Fig. 1: run 1, where the registers sit
(4 px per um)
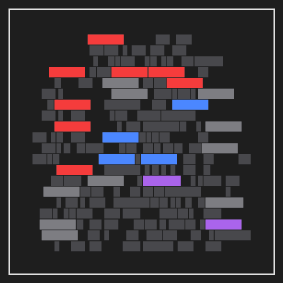
Fig. 2: run 1, port wiring
(6 px per um)
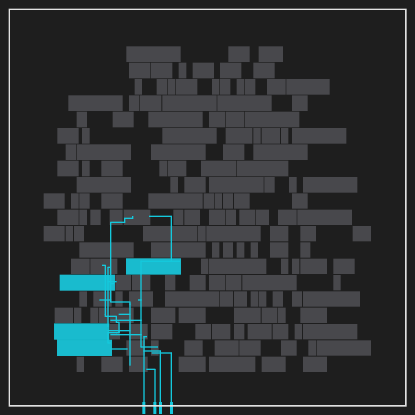
Fig. 3: run 1, pin placement
(4 px per um) Pins as bars across the die edge, other pins in gray.
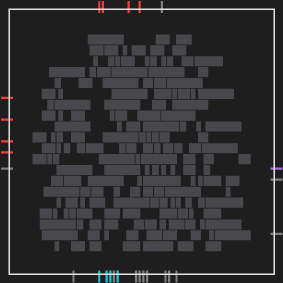
**src/rtl/mealy_pkg.sv**
```systemverilog
// Shared FSM encoding and default widths for the Mealy sequence scheduler.
package mealy_pkg;
  localparam int PAT_W_DEF = 8;
  localparam int CNT_W_DEF = 4;

  typedef logic [1:0] state_t;
  localparam logic [1:0] IDLE  = 2'd0;
  localparam logic [1:0] CLEAR = 2'd1;
  localparam logic [1:0] RUN   = 2'd2;
  localparam logic [1:0] DONE  = 2'd3;
endpackage

```
**src/rtl/mealy_bit_serializer.sv**
```systemverilog
// Holds the latched pattern and run length; shifts one bit out per RUN cycle, LSB first.
// last is high while the final bit of the clamped length is on bit_out.
module mealy_bit_serializer
  import mealy_pkg::*;
#(
  parameter int PAT_W = PAT_W_DEF,
  parameter int LEN_W = $clog2(PAT_W + 1)
) (
  input  logic             clk,
  input  logic             rst,
  input  logic             load,
  input  logic             advance,
  input  logic [PAT_W-1:0] pattern,
  input  logic [LEN_W-1:0] len,
  output logic             bit_out,
  output logic             last
);
  localparam logic [LEN_W-1:0] LEN_MAX = LEN_W'(PAT_W);

  logic [PAT_W-1:0] shreg;
  logic [LEN_W-1:0] idx;
  logic [LEN_W-1:0] len_q;

  // Lengths beyond the pattern width are clamped so a run never exceeds PAT_W bits.
  always_ff @(posedge clk or posedge rst) begin
    if (rst) begin
      shreg <= '0;
      idx   <= '0;
      len_q <= '0;
    end else if (load) begin
      shreg <= pattern;
      idx   <= '0;
      len_q <= (len > LEN_MAX) ? LEN_MAX : len;
    end else if (advance) begin
      shreg <= shreg >> 1;
      idx   <= idx + LEN_W'(1);
    end
  end

  assign bit_out = shreg[0];
  assign last    = (idx == len_q - LEN_W'(1));
endmodule

```
**src/rtl/mealy_seq_scheduler.sv**
```systemverilog
// Feeds a bit pattern into an external Mealy detector and counts its hits per run.
// Optional HIT_LOG_EN adds hit_mask, a per-bit record of which RUN cycles produced a hit.
module mealy_seq_scheduler
  import mealy_pkg::*;
#(
  parameter int PAT_W = PAT_W_DEF,
  parameter int CNT_W = CNT_W_DEF
) (
  input  logic                         clk,
  input  logic                         rst,
  input  logic                         start,
  input  logic                         abort,
  input  logic [PAT_W-1:0]             pattern,
  input  logic [$clog2(PAT_W+1)-1:0]   len,
  input  logic                         det_z,
  output logic                         det_x,
  output logic                         det_rst,
  output logic                         busy,
  output logic                         done,
  output logic                         aborted,
  output logic [CNT_W-1:0]             hit_cnt
`ifdef HIT_LOG_EN
  ,
  output logic [PAT_W-1:0]             hit_mask
`endif
);
  localparam int LEN_W = $clog2(PAT_W + 1);

  state_t state;
  state_t state_nxt;
  logic   accept;
  logic   ser_bit;
  logic   ser_last;

  assign accept = (state == IDLE) && start;

  mealy_bit_serializer #(
    .PAT_W (PAT_W),
    .LEN_W (LEN_W)
  ) u_ser (
    .clk     (clk),
    .rst     (rst),
    .load    (accept && (len != '0)),
    .advance (state == RUN),
    .pattern (pattern),
    .len     (len),
    .bit_out (ser_bit),
    .last    (ser_last)
  );

  always_comb begin
    state_nxt = state;
    case (state)
      IDLE:    if (start) state_nxt = (len == '0) ? DONE : CLEAR;
      CLEAR:   state_nxt = RUN;
      RUN:     if (ser_last || abort) state_nxt = DONE;
      default: state_nxt = IDLE;
    endcase
  end

  // det_rst is registered so it stays high through reset and drops on the first edge after it.
  always_ff @(posedge clk or posedge rst) begin
    if (rst) begin
      state   <= IDLE;
      det_rst <= 1'b1;
      hit_cnt <= '0;
      aborted <= 1'b0;
    end else begin
      state   <= state_nxt;
      det_rst <= (state_nxt == CLEAR);
      if (accept) begin
        hit_cnt <= '0;
        aborted <= 1'b0;
      end else if (state == RUN) begin
        if (det_z && (hit_cnt != {CNT_W{1'b1}})) hit_cnt <= hit_cnt + CNT_W'(1);
        if (abort && !ser_last) aborted <= 1'b1;
      end
    end
  end

  assign det_x = (state == RUN) && ser_bit;
  assign busy  = (state == CLEAR) || (state == RUN);
  assign done  = (state == DONE);

`ifdef HIT_LOG_EN
  logic [PAT_W-1:0] hit_pos;

  always_ff @(posedge clk or posedge rst) begin
    if (rst) begin
      hit_mask <= '0;
      hit_pos  <= '0;
    end else if (accept) begin
      hit_mask <= '0;
      hit_pos  <= PAT_W'(1);
    end else if (state == RUN) begin
      if (det_z) hit_mask <= hit_mask | hit_pos;
      hit_pos <= hit_pos << 1;
    end
  end
`endif
endmodule

```
**config.mk**
```make
export PLATFORM = sky130hd
export DESIGN_NAME = mealy_seq_scheduler
export DESIGN_NICKNAME = d
export VERILOG_FILES = /design/src/rtl/mealy_pkg.sv /design/src/rtl/mealy_bit_serializer.sv /design/src/rtl/mealy_seq_scheduler.sv
export SDC_FILE = /design/constraint.sdc
export NUM_CORES = 1
export LEC_CHECK = 0
export CORE_MARGIN = 5
export CORE_UTILIZATION = 40
export CTS_BUF_LIST = sky130_fd_sc_hd__clkbuf_16
export DETAILED_ROUTE_END_ITERATION = 10
export PLACE_DENSITY = 0.68
export RECOVER_POWER = 100
export SETUP_SLACK_MARGIN = 0.05
export SLEW_MARGIN = 5
export SYNTH_ARGS = -nofsm -noshare
export SYNTH_HDL_FRONTEND = slang
export SYNTH_SLANG_ARGS = --single-unit
export TNS_END_PERCENT = 100
```
**constraint.sdc**
```tcl
create_clock -name clk -period 1.45 [get_ports clk]
set_input_delay 0.3625 -clock clk [delete_from_list [all_inputs] [get_ports clk]]
set_output_delay 0.3625 -clock clk [all_outputs]
set_load 0.02 [all_outputs]
```
==> flow_summary.yaml, run 1 <==
# flow metrics
finish:
  n_sequential_cell: 24
  final-clk-cell-share_pct: 4.29
  stdcell_area_um2: 1840
  inverters_excl_clock: 6
  area_delta_synth_final_pct: 47.1
  drive_gt1_share_pct: 26.5
  diodes: 0
  fillers: 263
  buf_share_pct: 20.8
  comb_share_pct: 37.8
synthesis:
  ys_area_um2: 1250
  synth-warning-count: 0
  yosys-stat-cells: 124
  async_reset_ff_share_pct: 100
  edf_count: 0
  synth_area_um2: 1250
  yosys-top-cells-count: "dfrtp_1, nand2_1, nor2_1"
  largest_area_cell: "dfrtp_1"
  synth-compound-area-share_pct: 9.73
  mux_area_share_pct: 7.32
  adder_share_pct: 6.02
  synthFlopType: "dfrtp_1"
  fp_nets: 147
  synth_flops: 24
  area_leaders: "dfrtp_1, mux2i_1, ha_1"
  synthSimpleGateAreaFrac_pct: 16.5
  post-synth-top-count-cell: "dfrtp_1"
power:
  power_clock_w: 0.000591
  seq_power_share_pct: 31.2
  comb_power_share_pct: 53.1
  p_comb_w: 0.00201
setup_path:
  cp_max_fo: 3
  path_class: "reg2out"
  crit_family: "flip-flops"
  worst_setup_path_end_kind: "output port"
  arrival_ps: 1160
  start_kind: "register"
  worst_path_max_delay_cell: "dfrtp_2"
sta:
  rsz0062_at_grt: "true"
  fin_ws_ps: -70.3
  min_period_over_period_pct: 105
  setup_viol: 5
global_route:
  grt_first_pass_wirelength_mm: 4.51
  antenna_found_initial: 0
  grt_max_degree: 25
  grt.overflow.total: 0
  grt_use_met1_pct: 16.4
  grt_util_met3_pct: 1.19
  grt.busiest_layer: "met2"
routing:
  wirelength_mm: 2.64
  wl_per_cell_um: 12.6
  drc: 0
  drt-vias-per-instance: 4.83
  drtAntennaViolNets: 0
  top_layer_used: "met4"
outcome:
  outcome: "finished, violations left"
  violations: "setup timing"
placement:
  pre_cts_ws_ps: -311
  gp_congestion: 0.810
  dp_hpwl_mm: 1.87
die:
  core_area_um2: 3030
  floorplan.core_util_pct: 41.2
  taps: 44
  rows: 20
job:
  max_cap_violations: 0
clock_tree:
  cts_made_buffers: 3
  cts_tree: "built"
About Fig. 1:
color	name in the netlist	placed flops
red	u_ser.shreg	8
purple	state	2
blue	u_ser.len_q	4
Seq area share: 32.9%
Seq power: 0.00118 W
final core utilization: 60.6%
Flop area: 603 um^2

About Fig. 2:
color	port	bits	direction	end cells	buffers	wire
cyan	hit_cnt	4	output	4	4	159 um
Ports: 26
IO Port Bufs: 25

About Fig. 3:
color	port	pins	direction	edge
cyan	hit_cnt	4	output	bottom
purple	aborted	1	output	right
red	pattern	8	input	4 top, 4 left
die span in x: 65.8 um
Die Span Y: 65.8 um

-- run 1: through the flow --
step / hold WS (ps) / power, W / util, % / setup TNS [ps]
after global routing: 512 / 0.00407 / 60.6 / -583
final: 484 / 0.00378 / 60.6 / -166
after detailed placement: 483 / 0.00290 / 54.0 / -6040
after floorplan: 376 / 0.00237 / - / 0
after global placement: 474 / 0.00284 / 54.0 / -5000
after CTS: 429 / 0.00372 / 59.8 / -190
-- run 1: layout by cell type (no fill, tap or decap), types with 2 or more instances in the layout --
master,synthesis,routed
clkdlybuf4s50_1,0,11
buf_6,0,4
buf_4,1,11
clkbuf_16,0,3
inv_1,6,4
mux2i_1,8,8
a21oi_2,0,2
nor2_1,10,10
o21ai_0,8,8
nor3_2,1,2
dlymetal6s2s_1,0,2
clkbuf_1,1,3
clkbuf_2,0,2
o21ai_1,8,8
nand3b_1,2,2
dlygate4sd2_1,0,6
ha_4,0,3
nand2_1,16,15
ha_1,6,3
dfrtp_1,23,22
nand2b_1,2,2
inv_2,0,3
clkbuf_4,0,2
xor2_1,3,3
xnor2_1,6,5
a21oi_1,4,2
-- run 1: path summary, 6_finish.rpt --
check,from,cells after the start,end,slack (ps)
max in group asynchronous,rst,3,state[1],350
worst max-delay path,state[1],3,busy,-70
worst min register to register,aborted,1,aborted,480
min in group asynchronous,rst,3,hit_cnt[3],680
worst min-delay path,aborted,1,aborted,480
worst max register to register,u_ser.len_q[0],6,det_rst,-10
-- run 1: what timing repair did --
action | 4_1_cts | 5_1_grt
setup buffers | 4 | 4
gates resized | 45 | 14
setup endpoints to repair | 31 | 24
pin swaps | 5 | 5
-- run 1: state kept, by name, summed over array words and instances, names as in the netlist --
register / count
u_ser.len_q: 4
state: 2
hit_cnt: 4
u_ser.shreg: 8
det_rst: 1
aborted: 1
u_ser.idx: 4
--- run 2 (diff from run 1) ---
--- a/config.mk
+++ b/config.mk
@@ -7,12 +7,12 @@
 export LEC_CHECK = 0
 export CORE_MARGIN = 5
 export CORE_UTILIZATION = 40
-export CTS_BUF_LIST = sky130_fd_sc_hd__clkbuf_16
 export DETAILED_ROUTE_END_ITERATION = 10
 export PLACE_DENSITY = 0.68
 export RECOVER_POWER = 100
 export SETUP_SLACK_MARGIN = 0.05
-export SLEW_MARGIN = 5
+export SKIP_LAST_GASP = 1
+export SLEW_MARGIN = 20
 export SYNTH_ARGS = -nofsm -noshare
 export SYNTH_HDL_FRONTEND = slang
 export SYNTH_SLANG_ARGS = --single-unit
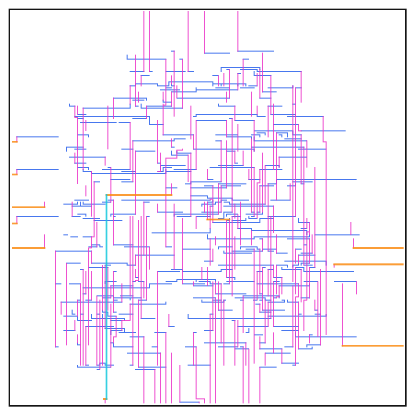
Fig. 4. Signal wires by layer (run 2).
(6 px per um)
color	layer	wire length
magenta	metal 2	1460 um
blue	metal 1	1110 um
cyan	metal 4	34.0 um
orange	metal 3	57.0 um
drt total wl: 2.66 mm
GRT Overall Usage: 13.3%

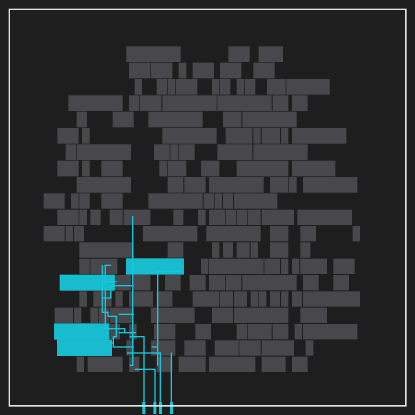
Fig. 5. Port wiring (run 2).
(6 px per um)
color	port	bits	direction	end cells	buffers	wire
cyan	hit_cnt	4	output	4	4	140 um

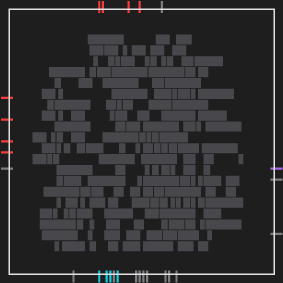
Fig. 6. Pin placement (run 2).
(4 px per um) Pins as bars across the die edge, other pins in gray.

==> flow_summary.yaml, run 2 <==
# flow metrics
finish:
  diodes: 0
  largest_register_ffs: 8
  drive_gt1_share_pct: 29.2
  final_cell_mix: "dfrtp_1, nand2_1, buf_4"
  logic_area_um2: 709
  area_delta_synth_final_pct: 47.4
  layout_top_cell: "dfrtp_1"
  seqCellArea_um2: 603
  top_register: "u_ser.shreg"
  fillers: 261
  finalNetCount: 192
  stdcell_area_um2: 1840
  finish.utilization_pct: 60.7
sta:
  rsz0062_at_grt: "true"
  slew_headroom_pct: 60.6
  min_period_over_period_pct: 110
  fmax_mhz: 628
  worst_pin_slew_ps: 591
  tns_ps: -465
  final_hold_viol_count: 0
  period_minus_slack_ps: 1590
  skew_ps: 5.68
  slew_viol_final: 0
  fin_ws_ps: -142
  whs_ps: 419
  setup_viol: 5
setup_path:
  rrSetupSlack_ps: -30
  crit_end: "det_x"
  reg2regPathDepth: 4
  r2r-end: "det_rst"
  crit_start: "state[0]"
  arrival_ps: 1230
  worst_path_max_delay_cell: "dfrtp_1"
  cp.depth: 4
  start_kind: "register"
  worst_setup_path_end_kind: "output port"
  r2r-start: "u_ser.idx[2]"
  crit_family: "flip-flops"
  path_class: "reg2out"
  cp_max_fo: 2
  max_stage_delay_ps: 420
  critPathRequiredTime_ps: 1090
  path_buffers: 2
  crit_path_cell_trace: "inv_2 > ha_4 > and2_4 > buf_6"
power:
  comb_power_share_pct: 60.0
  p_clk_share_pct: 8.0
  power.density_nw_per_um2: 1980
  p_switching_w: 0.00143
  peakVddDrop_uv: 765
  cellLeakagePower_nw: 0.805
  switching_share_pct: 39.2
  seq_power_share_pct: 32.0
  p_int_w: 0.00222
routing:
  via_count: 1010
  wl_per_cell_um: 12.5
  drt-vias-per-instance: 4.76
  drc: 0
  drtIter0Drc: 47
  drtAntennaViolNets: 0
  dr.pass1.iters: 4
clock_tree:
  cts_made_buffers: 3
  htreeDepth: 1
  cts_sinks: 24
  clock_latency_ps: 300
  clk_pin_slew_ps: 130
  cts_root_buf: "clkbuf_4"
  clock_path_buffers: 2
  cts_tree: "built"
min_path:
  min_to: "u_ser.len_q[2]"
  min_path_cells: 3
  hold_start: "len[2]"
  hold_path_class: "in2reg"
die:
  io_pins: 26
  dieWidth_um: 65.8
  rows: 20
  floorplan.core_util_pct: 41.2
  core_area_um2: 3030
  dieArea_um2: 4340
  die_h_um: 65.8
synthesis:
  yosys-top-cells-count: "dfrtp_1, nand2_1, nor2_1"
  post-synth-top-count-cell: "dfrtp_1"
  edf_count: 0
  syn_inst: 124
  fp_nets: 147
  synth_flops: 24
  async_reset_ff_share_pct: 100
  largest_area_cell: "dfrtp_1"
  ys_types: 31
  area_leaders: "dfrtp_1, mux2i_1, ha_1"
  synth-warning-count: 0
  synth_area_um2: 1250
  ys_area_um2: 1250
  top_area_share_pct: 46.1
  synthFlopType: "dfrtp_1"
  yosysSeqAreaShare_pct: 48.2
  yosys-stat-cells: 124
  synth_area_per_cell_um2: 10.1
global_route:
  grt_max_degree: 25
  antenna_found_initial: 0
  grt_first_pass_wirelength_mm: 4.46
  grt.overflow.total: 0
  grt_pass1_vias: 1036
outcome:
  violations: "setup timing"
  outcome: "finished, violations left"
job:
  tool_warnings: 30
  max_cap_violations: 0
placement:
  dp_hpwl_mm: 1.87
  dpl-instance-area_um2: 1640
  gp_congestion: 0.810
  portBuffers: 25
  pre_cts_ws_ps: -311
[run 2: cell counts after synthesis]
No cell type changed its count.
[run 2: stage by stage]
step | instances | total power [W]
after CTS | 206 | 0.00345
after detailed placement | 199 | 0.00290
after floorplan | 124 | 0.00237
after global placement | 199 | 0.00284
after global routing | 212 | 0.00396
final | 212 | 0.00365
[run 2: cell families after synthesis]
kind of cell               synth area share (%)
AOI/OAI and AO/OA                          9.73
buffers and inverters                      3.91
adders and majority gates                  6.02
DFF                                        48.2
and+or+nand+nor                            16.5
muxes                                      7.32
xor gates and xnor gates                   8.22
[run 2: per-layer routing]
metal | global-route usage [%] | part of all wire, %
met1 | 15.8 | 42
met2 | 24.0 | 55
met5 | 0 | 0
met4 | 6.22 | 1.3
met3 | 1.19 | 2.1
[run 2: power by group through the flow]
| stage | logic, W | registers (W) | clock network [W] |
|---|---|---|---|
| after global routing | 0.00240 | 0.00121 | 0.000348 |
| final | 0.00219 | 0.00117 | 0.000293 |
| after detailed placement | 0.00173 | 0.00117 | 0 |
| after CTS | 0.00198 | 0.00117 | 0.000307 |
| after global placement | 0.00169 | 0.00115 | 0 |
| after floorplan | 0.00117 | 0.00119 | 0 |
[run 2: worst register-to-register path: stages, from the launching register on]
cell     delay [ps]
dfrtp_1         410
xor3_1          470
nor3_4          240
a31oi_2         130
nor3b_2         160
[run 2: layout make-up]
class / count / area share [%]
Clock buffer: 4 / 1.43
Inverter: 6 / 1.22
Multi-Input combinational cell: 89 / 38.6
Sequential cell: 24 / 32.8
Tap cell: 44 / 2.99
Timing Repair Buffer: 45 / 23.0
[run 2: repair_timing]
action / in CTS / in global routing
resized: 48 / 26
pin swaps: 2 / 11
hold buffers: 0 / 0
endpoints found under the setup margin: 26 / 27
buffers inserted: 3 / 6
--- run 3 (diff from run 2) ---
--- a/config.mk
+++ b/config.mk
@@ -8,6 +8,7 @@
 export CORE_MARGIN = 5
 export CORE_UTILIZATION = 40
 export DETAILED_ROUTE_END_ITERATION = 10
+export HOLD_SLACK_MARGIN = 0.05
 export PLACE_DENSITY = 0.68
 export RECOVER_POWER = 100
 export SETUP_SLACK_MARGIN = 0.05
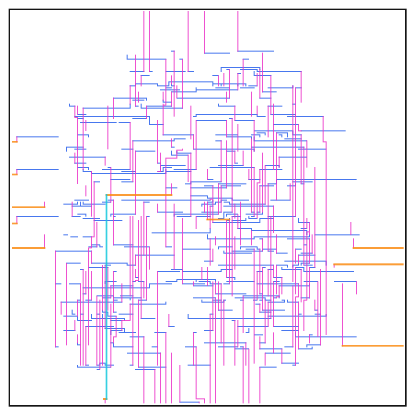
Fig. 7. Signal wires by layer (run 3).
(6 px per um)
color	layer	wire length
blue	metal 1	1110 um
orange	metal 3	57.0 um
magenta	metal 2	1460 um
cyan	metal 4	34.0 um
average wire per cell in the routed design: 12.5 um
vias: 1010

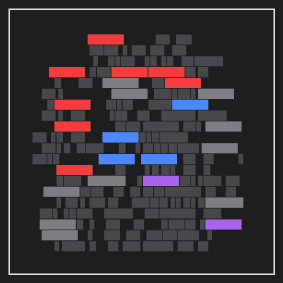
Fig. 8. Where the registers sit (run 3).
(4 px per um)
color	name in the netlist	placed flops
purple	state	2
blue	u_ser.len_q	4
red	u_ser.shreg	8
not colored	10
final core utilization: 60.7%
Seq area share: 32.8%
Seq power: 0.00117 W

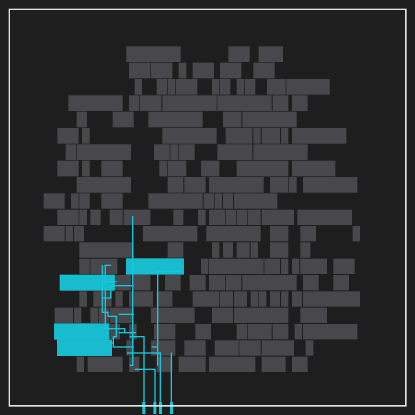
Fig. 9. Port wiring (run 3).
(6 px per um)
color	port	bits	direction	end cells	buffers	wire
cyan	hit_cnt	4	output	4	4	140 um

==> flow_summary.yaml, run 3 <==
# flow metrics
sta:
  min_period_over_period_pct: 110
  fin_ws_ps: -142
  final_hold_viol_count: 0
  slew_headroom_pct: 60.6
  setup_viol: 5
  skew_ps: 5.68
  worst_pin_slew_ps: 591
  slew_viol_final: 0
  period_minus_slack_ps: 1590
  rsz0062_at_grt: "true"
  fmax_mhz: 628
  whs_ps: 419
setup_path:
  max_stage_delay_ps: 420
  r2r-start: "u_ser.idx[2]"
  start_kind: "register"
  arrival_ps: 1230
  cp_max_fo: 2
  reg2regPathDepth: 4
  r2r-end: "det_rst"
  worst_path_max_delay_cell: "dfrtp_1"
  cp.depth: 4
  critPathRequiredTime_ps: 1090
  crit_family: "flip-flops"
  rrSetupSlack_ps: -30
  path_class: "reg2out"
  worst_setup_path_end_kind: "output port"
  path_buffers: 2
  crit_path_cell_trace: "inv_2 > ha_4 > and2_4 > buf_6"
  crit_start: "state[0]"
  crit_end: "det_x"
synthesis:
  synth_area_per_cell_um2: 10.1
  synthFlopType: "dfrtp_1"
  top_area_share_pct: 46.1
  yosysSeqAreaShare_pct: 48.2
  edf_count: 0
  yosys-top-cells-count: "dfrtp_1, nand2_1, nor2_1"
  post-synth-top-count-cell: "dfrtp_1"
  fp_nets: 147
  largest_area_cell: "dfrtp_1"
  yosys-stat-cells: 124
  ys_area_um2: 1250
  area_leaders: "dfrtp_1, mux2i_1, ha_1"
  synth_area_um2: 1250
  async_reset_ff_share_pct: 100
  syn_inst: 124
  synth-warning-count: 0
  ys_types: 31
  synth_flops: 24
finish:
  top_register: "u_ser.shreg"
  stdcell_area_um2: 1840
  finalNetCount: 192
  seqCellArea_um2: 603
  diodes: 0
  instances_no_fill: 212
  layout_top_cell: "dfrtp_1"
  logic_area_um2: 709
  fillers: 261
  area_delta_synth_final_pct: 47.4
  largest_register_ffs: 8
  drive_gt1_share_pct: 29.2
  final_cell_mix: "dfrtp_1, nand2_1, buf_4"
routing:
  met1Wirelength_mm: 1.11
  dr_wl_met3_um: 56
  drt-vias-per-instance: 4.76
  dr.pass1.iters: 4
  wirelength_mm: 2.66
  drc: 0
  drtAntennaViolNets: 0
  top_layer_used: "met4"
  wl_met2_mm: 1.46
  drtIter0Drc: 47
global_route:
  grt_first_pass_wirelength_mm: 4.46
  antenna_found_initial: 0
  grtUsageTotal_pct: 13.3
  grt_pass1_vias: 1036
  grt_max_degree: 25
  grt.overflow.total: 0
die:
  dieWidth_um: 65.8
  rows: 20
  io_pins: 26
  core_area_um2: 3030
  dieArea_um2: 4340
job:
  tool_warnings: 30
  max_cap_violations: 0
power:
  power_w: 0.00365
  p_int_w: 0.00222
  seq_power_share_pct: 32.0
  p_clk_share_pct: 8.0
  switching_share_pct: 39.2
  comb_power_share_pct: 60.0
  p_switching_w: 0.00143
  cellLeakagePower_nw: 0.805
  power.density_nw_per_um2: 1980
  peakVddDrop_uv: 765
placement:
  gp_congestion: 0.810
  dpl-instance-area_um2: 1640
  pre_cts_ws_ps: -311
  portBuffers: 25
  dp_hpwl_mm: 1.87
clock_tree:
  clock_latency_ps: 300
  cts_sinks: 24
  htreeDepth: 1
  cts_made_buffers: 3
  hold_buffers: 0
  cts_setup_buffers: 3
  cts_tree: "built"
  clk_pin_slew_ps: 130
  cts_root_buf: "clkbuf_4"
  clock_path_buffers: 2
  postCtsResizedCells: 48
min_path:
  hold_start: "len[2]"
  min_path_cells: 3
  hold_path_class: "in2reg"
outcome:
  violations: "setup timing"
  outcome: "finished, violations left"
==> run 3: worst min-delay path: cells and delay by family <==
kind	cells	cell delay, ps
compound gates	1	80
buf+inv	1	160
simple gates	1	90
==> run 3: metrics by stage <==
stage               setup TNS, ps  util (%)
floorplan                       0         -
global placement            -5000      54.0
detailed placement          -6040      54.0
CTS                          -445      58.1
global route                 -990      60.7
finish                       -465      60.7
==> run 3: final cells by class <==
type / instances / area share (%)
clock buffers: 4 / 1.43
repair buffers: 45 / 23.0
inverters: 6 / 1.22
well taps: 44 / 2.99
multi-input cells: 89 / 38.6
flip-flops and latches: 24 / 32.8
==> run 3: cells by family after synthesis <==
group / after synthesis / synth area share, %
AND-OR/OR-AND: 23 / 9.73
XOR/XNOR: 10 / 8.22
adder cells (fa/ha/maj): 6 / 6.02
buffers and inverters: 11 / 3.91
flip-flops: 24 / 48.2
multiplexers: 9 / 7.32
AND/OR/NAND/NOR: 41 / 16.5
==> run 3: metal layers <==
layer | track usage, % | vias to the layer above
met5 | 0 | -
met4 | 6.22 | 0
met3 | 1.19 | 2
met2 | 24.0 | 12
met1 | 15.8 | 489
li1 | - | 507
==> run 3: power by group through the flow <==
stage	clock network [W]	registers [W]	logic, W
floorplan	0	0.00119	0.00117
global placement	0	0.00115	0.00169
detailed placement	0	0.00117	0.00173
CTS	0.000307	0.00117	0.00198
global route	0.000348	0.00121	0.00240
finish	0.000293	0.00117	0.00219
==> run 3: worst min-delay path by stage <==
stage	endpoint	slack (ps)
4_1_cts	u_ser.shreg[6]	350
5_1_grt	u_ser.len_q[2]	420
2_1_floorplan	aborted	380
6_report	u_ser.len_q[2]	420
3_3_place_gp	aborted	470
3_5_place_dp	aborted	480
Power is estimated from default activity; no workload was simulated.
